$ cat src/rtl/dec_huff_pkg.sv
// Shared constants, state encodings and helpers for the DecHuff symbol sequencer.
package dec_huff_pkg;

    localparam int unsigned PEEK_BITS = 16;
    localparam int unsigned IDX_W     = 8;
    localparam int unsigned LEN_W     = 5;
    localparam int unsigned LEN_LSB   = 8;
    localparam int unsigned SYM_W     = LEN_W + IDX_W;

    localparam logic [16:0] INVALID_MAX = 17'h10000;

    localparam logic [3:0] ST_IDLE = 4'd0;
    localparam logic [3:0] ST_REQ  = 4'd1;
    localparam logic [3:0] ST_WAIT = 4'd2;
    localparam logic [3:0] ST_SRCH = 4'd3;
    localparam logic [3:0] ST_ADV  = 4'd4;
    localparam logic [3:0] ST_EMIT = 4'd5;
    localparam logic [3:0] ST_ERR  = 4'd6;
    localparam logic [3:0] ST_DSYM = 4'd7;
    localparam logic [3:0] ST_DADV = 4'd8;
    localparam logic [3:0] ST_DREQ = 4'd9;
    localparam logic [3:0] ST_HALT = 4'd10;

    typedef struct packed {
        logic [15:0] mincode;
        logic [16:0] maxcode;
        logic [7:0]  valptr;
    } len_entry_t;

    // Top L bits of the peek window, right-aligned (len is 1..16).
    function automatic logic [15:0] peek_code(input logic [15:0] peek, input logic [4:0] len);
        return peek >> (5'd16 - len);
    endfunction

    // Symbol index wraps mod 256.
    function automatic logic [7:0] sym_index(input logic [7:0] valptr, input logic [15:0] code,
                                             input logic [15:0] mincode);
        logic [15:0] sum;
        sum = {8'b0, valptr} + code - mincode;
        return sum[7:0];
    endfunction

endpackage

$ cat src/rtl/dec_huff_sym_sequencer_if.sv
// Token streams between the symbol sequencer (master) and the DecHuff page / consumer (slave).
interface dec_huff_sym_sequencer_if;

    logic [7:0]  reqSize_d;
    logic        reqSize_e;
    logic        reqSize_v;
    logic        reqSize_b;

    logic [7:0]  advance_d;
    logic        advance_e;
    logic        advance_v;
    logic        advance_b;

    logic [15:0] parsedToken_d;
    logic        parsedToken_e;
    logic        parsedToken_v;
    logic        parsedToken_b;

    logic [12:0] sym_d;
    logic        sym_e;
    logic        sym_v;
    logic        sym_b;

    modport master (
        output reqSize_d, reqSize_e, reqSize_v,
        input  reqSize_b,
        output advance_d, advance_e, advance_v,
        input  advance_b,
        input  parsedToken_d, parsedToken_e, parsedToken_v,
        output parsedToken_b,
        output sym_d, sym_e, sym_v,
        input  sym_b
    );

    modport slave (
        input  reqSize_d, reqSize_e, reqSize_v,
        output reqSize_b,
        input  advance_d, advance_e, advance_v,
        output advance_b,
        output parsedToken_d, parsedToken_e, parsedToken_v,
        input  parsedToken_b,
        input  sym_d, sym_e, sym_v,
        output sym_b
    );

endinterface

$ cat src/rtl/dec_huff_len_table.sv
// Per-length canonical-Huffman table: 16 entries, one write port, one combinational read port.
module dec_huff_len_table
    import dec_huff_pkg::*;
(
    input  logic       clock,
    input  logic       reset,
    input  logic       we,
    input  logic [3:0] wr_sel,
    input  len_entry_t wr_entry,
    input  logic [3:0] rd_sel,
    output len_entry_t rd_entry
);

    len_entry_t tbl [16];

    always_ff @(posedge clock) begin
        if (!reset) begin
            for (int i = 0; i < 16; i++) begin
                tbl[i] <= '{mincode: 16'h0, maxcode: INVALID_MAX, valptr: 8'h0};
            end
        end else if (we) begin
            tbl[wr_sel] <= wr_entry;
        end
    end

    assign rd_entry = tbl[rd_sel];

endmodule

$ cat src/rtl/dec_huff_sym_sequencer.sv
// Drives the DecHuff page peek/advance loop and emits one decoded Huffman symbol per iteration.
module dec_huff_sym_sequencer
    import dec_huff_pkg::*;
(
    input  logic                       clock,
    input  logic                       reset,
    input  logic                       go,
    input  logic                       cfg_we,
    input  logic [3:0]                 cfg_len,
    input  logic [15:0]                cfg_mincode,
    input  logic [16:0]                cfg_maxcode,
    input  logic [7:0]                 cfg_valptr,
    output logic                       cfg_busy,
    dec_huff_sym_sequencer_if.master   dh,
    output logic                       err
);

    logic [3:0]  state_q, state_d;
    logic [15:0] peek_q, peek_d;
    logic [4:0]  len_q, len_d;
    logic [7:0]  idx_q, idx_d;
    logic        err_q, err_d;

    len_entry_t  wr_entry;
    len_entry_t  rd_entry;
    logic [3:0]  rd_sel;
    logic [15:0] code;
    logic        hit;

    assign wr_entry = '{mincode: cfg_mincode, maxcode: cfg_maxcode, valptr: cfg_valptr};
    assign rd_sel   = len_q[3:0] - 4'd1;

    dec_huff_len_table u_len_table (
        .clock    (clock),
        .reset    (reset),
        .we       (cfg_we && (state_q == ST_IDLE)),
        .wr_sel   (cfg_len),
        .wr_entry (wr_entry),
        .rd_sel   (rd_sel),
        .rd_entry (rd_entry)
    );

    // Canonical codes: a valid length matches as soon as the code does not exceed its maxcode.
    assign code = peek_code(peek_q, len_q);
    assign hit  = !rd_entry.maxcode[16] && ({1'b0, code} <= rd_entry.maxcode);

    always_comb begin
        state_d = state_q;
        peek_d  = peek_q;
        len_d   = len_q;
        idx_d   = idx_q;
        err_d   = err_q;
        case (state_q)
            ST_IDLE: if (go) state_d = ST_REQ;
            ST_REQ:  if (!dh.reqSize_b) state_d = ST_WAIT;
            ST_WAIT: begin
                if (dh.parsedToken_v) begin
                    if (dh.parsedToken_e) begin
                        state_d = ST_DSYM;
                    end else begin
                        peek_d  = dh.parsedToken_d;
                        len_d   = 5'd1;
                        state_d = ST_SRCH;
                    end
                end
            end
            ST_SRCH: begin
                if (hit) begin
                    idx_d   = sym_index(rd_entry.valptr, code, rd_entry.mincode);
                    state_d = ST_ADV;
                end else if (len_q == 5'd16) begin
                    err_d   = 1'b1;
                    state_d = ST_ERR;
                end else begin
                    len_d = len_q + 5'd1;
                end
            end
            ST_ADV:  if (!dh.advance_b) state_d = ST_EMIT;
            ST_EMIT: if (!dh.sym_b) state_d = go ? ST_REQ : ST_IDLE;
            ST_ERR:  if (!dh.sym_b) state_d = ST_HALT;
            ST_DSYM: if (!dh.sym_b) state_d = ST_DADV;
            ST_DADV: if (!dh.advance_b) state_d = ST_DREQ;
            ST_DREQ: if (!dh.reqSize_b) state_d = ST_HALT;
            ST_HALT: state_d = ST_HALT;
            default: state_d = ST_IDLE;
        endcase
    end

    always_ff @(posedge clock) begin
        if (!reset) begin
            state_q <= ST_IDLE;
            peek_q  <= 16'h0;
            len_q   <= 5'd1;
            idx_q   <= 8'h0;
            err_q   <= 1'b0;
        end else begin
            state_q <= state_d;
            peek_q  <= peek_d;
            len_q   <= len_d;
            idx_q   <= idx_d;
            err_q   <= err_d;
        end
    end

    always_comb begin
        dh.reqSize_d     = 8'(PEEK_BITS);
        dh.reqSize_v     = (state_q == ST_REQ) || (state_q == ST_DREQ);
        dh.reqSize_e     = (state_q == ST_DREQ);
        dh.advance_d     = {3'b000, len_q};
        dh.advance_v     = (state_q == ST_ADV) || (state_q == ST_DADV);
        dh.advance_e     = (state_q == ST_DADV);
        dh.sym_d         = {len_q, idx_q};
        dh.sym_v         = (state_q == ST_EMIT) || (state_q == ST_ERR) || (state_q == ST_DSYM);
        dh.sym_e         = (state_q == ST_ERR) || (state_q == ST_DSYM);
        dh.parsedToken_b = (state_q != ST_WAIT);
        cfg_busy         = (state_q != ST_IDLE);
        err              = err_q;
    end

endmodule

$ cat src/flat_wrapper.sv
// flat-port wrapper written by rule: the top's interface ports become plain ports
module dec_huff_sym_sequencer_flat import dec_huff_pkg::*;
  (clock, reset, go, cfg_we, cfg_len, cfg_mincode, cfg_maxcode, cfg_valptr, cfg_busy, err, dh_reqSize_d, dh_reqSize_e, dh_reqSize_v, dh_reqSize_b, dh_advance_d, dh_advance_e, dh_advance_v, dh_advance_b, dh_parsedToken_d, dh_parsedToken_e, dh_parsedToken_v, dh_parsedToken_b, dh_sym_d, dh_sym_e, dh_sym_v, dh_sym_b);
  dec_huff_sym_sequencer_if dh_i ();
  input  logic clock;
  input  logic reset;
  input  logic go;
  input  logic cfg_we;
  input  logic [3:0] cfg_len;
  input  logic [15:0] cfg_mincode;
  input  logic [16:0] cfg_maxcode;
  input  logic [7:0] cfg_valptr;
  output logic cfg_busy;
  output logic err;
  output wire logic [$bits(dh_i.reqSize_d)-1:0] dh_reqSize_d;
  output wire logic [$bits(dh_i.reqSize_e)-1:0] dh_reqSize_e;
  output wire logic [$bits(dh_i.reqSize_v)-1:0] dh_reqSize_v;
  input wire logic [$bits(dh_i.reqSize_b)-1:0] dh_reqSize_b;
  output wire logic [$bits(dh_i.advance_d)-1:0] dh_advance_d;
  output wire logic [$bits(dh_i.advance_e)-1:0] dh_advance_e;
  output wire logic [$bits(dh_i.advance_v)-1:0] dh_advance_v;
  input wire logic [$bits(dh_i.advance_b)-1:0] dh_advance_b;
  input wire logic [$bits(dh_i.parsedToken_d)-1:0] dh_parsedToken_d;
  input wire logic [$bits(dh_i.parsedToken_e)-1:0] dh_parsedToken_e;
  input wire logic [$bits(dh_i.parsedToken_v)-1:0] dh_parsedToken_v;
  output wire logic [$bits(dh_i.parsedToken_b)-1:0] dh_parsedToken_b;
  output wire logic [$bits(dh_i.sym_d)-1:0] dh_sym_d;
  output wire logic [$bits(dh_i.sym_e)-1:0] dh_sym_e;
  output wire logic [$bits(dh_i.sym_v)-1:0] dh_sym_v;
  input wire logic [$bits(dh_i.sym_b)-1:0] dh_sym_b;
  assign dh_reqSize_d = dh_i.reqSize_d;
  assign dh_reqSize_e = dh_i.reqSize_e;
  assign dh_reqSize_v = dh_i.reqSize_v;
  assign dh_i.reqSize_b = dh_reqSize_b;
  assign dh_advance_d = dh_i.advance_d;
  assign dh_advance_e = dh_i.advance_e;
  assign dh_advance_v = dh_i.advance_v;
  assign dh_i.advance_b = dh_advance_b;
  assign dh_i.parsedToken_d = dh_parsedToken_d;
  assign dh_i.parsedToken_e = dh_parsedToken_e;
  assign dh_i.parsedToken_v = dh_parsedToken_v;
  assign dh_parsedToken_b = dh_i.parsedToken_b;
  assign dh_sym_d = dh_i.sym_d;
  assign dh_sym_e = dh_i.sym_e;
  assign dh_sym_v = dh_i.sym_v;
  assign dh_i.sym_b = dh_sym_b;
  dec_huff_sym_sequencer u_core (.clock(clock), .reset(reset), .go(go), .cfg_we(cfg_we), .cfg_len(cfg_len), .cfg_mincode(cfg_mincode), .cfg_maxcode(cfg_maxcode), .cfg_valptr(cfg_valptr), .cfg_busy(cfg_busy), .dh(dh_i), .err(err));
endmodule
$ cat config.mk
export PLATFORM = sky130hd
export DESIGN_NAME = dec_huff_sym_sequencer_flat
export DESIGN_NICKNAME = d
export VERILOG_FILES = /design/src/rtl/dec_huff_pkg.sv /design/src/rtl/dec_huff_sym_sequencer_if.sv /design/src/rtl/dec_huff_len_table.sv /design/src/rtl/dec_huff_sym_sequencer.sv /design/src/flat_wrapper.sv
export SDC_FILE = /design/constraint.sdc
export NUM_CORES = 1
export LEC_CHECK = 0
export CAP_MARGIN = 40
export CELL_PAD_IN_SITES_DETAIL_PLACEMENT = 2
export CELL_PAD_IN_SITES_GLOBAL_PLACEMENT = 2
export CORE_MARGIN = 4
export CORE_UTILIZATION = 45
export DETAILED_ROUTE_END_ITERATION = 6
export GPL_TIMING_DRIVEN = 0
export PLACE_DENSITY = 0.81
export RECOVER_POWER = 50
export SYNTH_ARGS = -nofsm -noshare
export SYNTH_HDL_FRONTEND = slang
export SYNTH_SLANG_ARGS = --single-unit
$ cat constraint.sdc
create_clock -name clock -period 6.94 [get_ports clock]
set_input_delay 2.082 -clock clock [delete_from_list [all_inputs] [get_ports clock]]
set_output_delay 2.082 -clock clock [all_outputs]
set_load 0.1 [all_outputs]
**Where the registers sit**

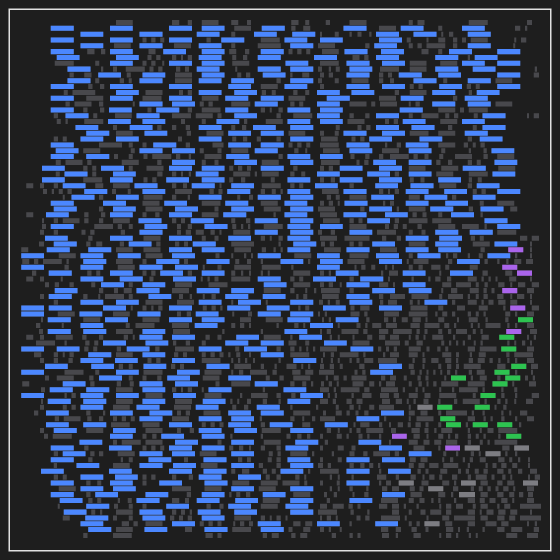
| signal | color | placed flops |
|---|---|---|
| u_core.idx_q | purple | 8 |
| u_core.u_len_table.tbl | blue | 528 |
| u_core.peek_q | green | 16 |
not colored: 10

**Clock network drawn from the DEF**

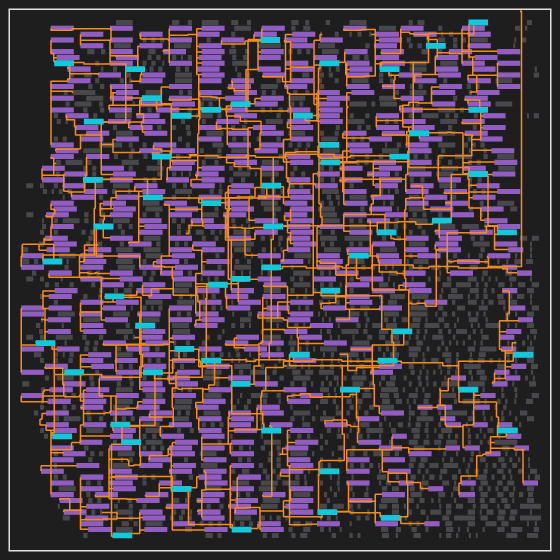
[flip-flops] purple | count: 562
[clock-net drivers] cyan | count: 60
[clock wires] orange | length: 8310 µm
routed clock nets: 61
flops lie: widely spread

**Met1 routing**

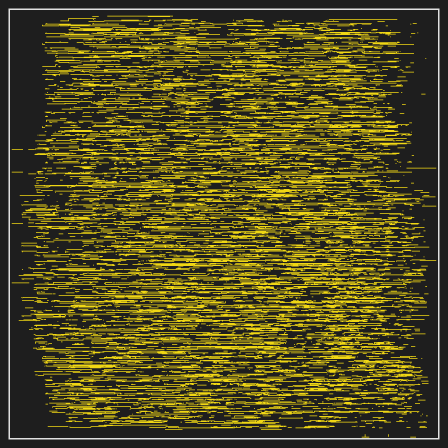
share of all routed wire: 35%
nets with wire on the layer: 2092
wire length on this layer: 40.3 mm
longest straight run: 68.5 µm

==> ci_impl_report.md <==
### Metrics collected by this job

| Metric | Value |
|---|---|
| P_clk | `about 3300 µW` |
| Tcrit/Tclk final | `around 100%` |
| Tot Pwr | `just under 10000 µW` |
| Max-Cap Viols | `14` |
| Initial antenna violation count | `8` |
| Status | `finished, violations left` |
| Flop pwr share | `39.9%` |
| Sw Ratio | `32.5%` |
| Comb area share | `a little under a third` |
| Post-synth EDFFs | `between 500 and 600` |
| Setup tns final | `0 ns` |
| Vias | `about 19k` |
| Synth Register Bits | `between 500 and 600` |
| Crit. End Element | `flop` |
| Worst setup margin | `around 0.011 ns` |
| Synth Area in Compound Gates | `2.58%` |
| Clk_lat worst skew | `0.65 ns` |
| Cell area leaders | `edfxtp_1 59%, mux4_2 14%, and2_1 12%` |
| Setup Fix Bufs, Post-CTS | `0` |
| Cell Pwr Density | `between 300 and 400 nW/µm²` |
| Worst Hold Depth | `2` |
| H-tree lvl count | `2` |
| Seq. pwr | `~3900 µW` |
| GR Util met1 | `between 40% and 50%` |
| Non-clk buf share | `under 10%` |
| Fill count | `5360` |
| GRT Total Usage | `a little over a third` |
| HP Class | `flop to flop` |
| Seq share, synth | `between 60% and 70%` |
| Worst path max stage delay | `around 0.7 ns` |
| Area leader, netlist | `edfxtp_1` |
| Worst-path cell chain | `buf_12 -> buf_6 -> clkinv_2 -> ha_1 -> buf_2 -> buf_6 -> clkbuf_4 -> clkbuf_1 -> buf_6 -> mux4_2 -> mux4_2 -> inv_1 -> ha_1 -> a21oi_1 -> o21ai_0 -> a221oi_1 -> o21ai_1 -> a21oi_2 -> buf_6 -> o21ai_0 -> o311a_1` |
| Placed inst area | `roughly 30000 µm²` |
| Failing checks | `capacitance limit, slew limit` |
| Top cell excl fill/tap | `edfxtp_1` |
| Wire length on met3 | `approximately 11 mm` |
| Flip-flop count of the largest register after layout | `approximately 530` |
| Non-filler cells, final | `2863` |
| Clock buf count | `approximately 79` |
| Tool Warnings | `35` |
| CTS clk-pin slew, worst paths | `approximately 0.060 ns` |
| Unrepaired setup endpoints after global routing | `false` |
| CP Depth | `21` |
| Clk network pwr share | `roughly a third` |
| # resized after CTS | `14` |
| CP delay by family, top | `buffers and inverters` |
| CP max FO | `14` |
| Post-Syn Area per Cell | `about 15 µm²` |
| GRT met2 Usage | `about three fifths` |
| Non-CTS inverters | `38` |
| Finished Cell Area | `31400 µm²` |
| Pin count of the biggest net entering global routing | `19` |
| Post-synthesis mux area share | `between 10 and 15%` |
| Core Util at FP | `between 40 and 50%` |
| Int Power | `about 6700 µW` |
| Hold Startpoint | `u_core.peek_q[0]` |
| Fin. max-slew vios | `between 200 and 250` |
| Final ANT Viol Nets | `0` |
| 1st-pass router iterations | `6` |
| Combinational Area | `about 9400 µm²` |
| Vias in the first global route | `20.1k` |
| Worst vdd rail ir drop | `roughly 200 µV` |
| WL final | `114 mm` |
| Number of vias per cell | `about 6.6` |
| DP HPWL | `73.6 mm` |
Power and IR drop assume default switching activity.
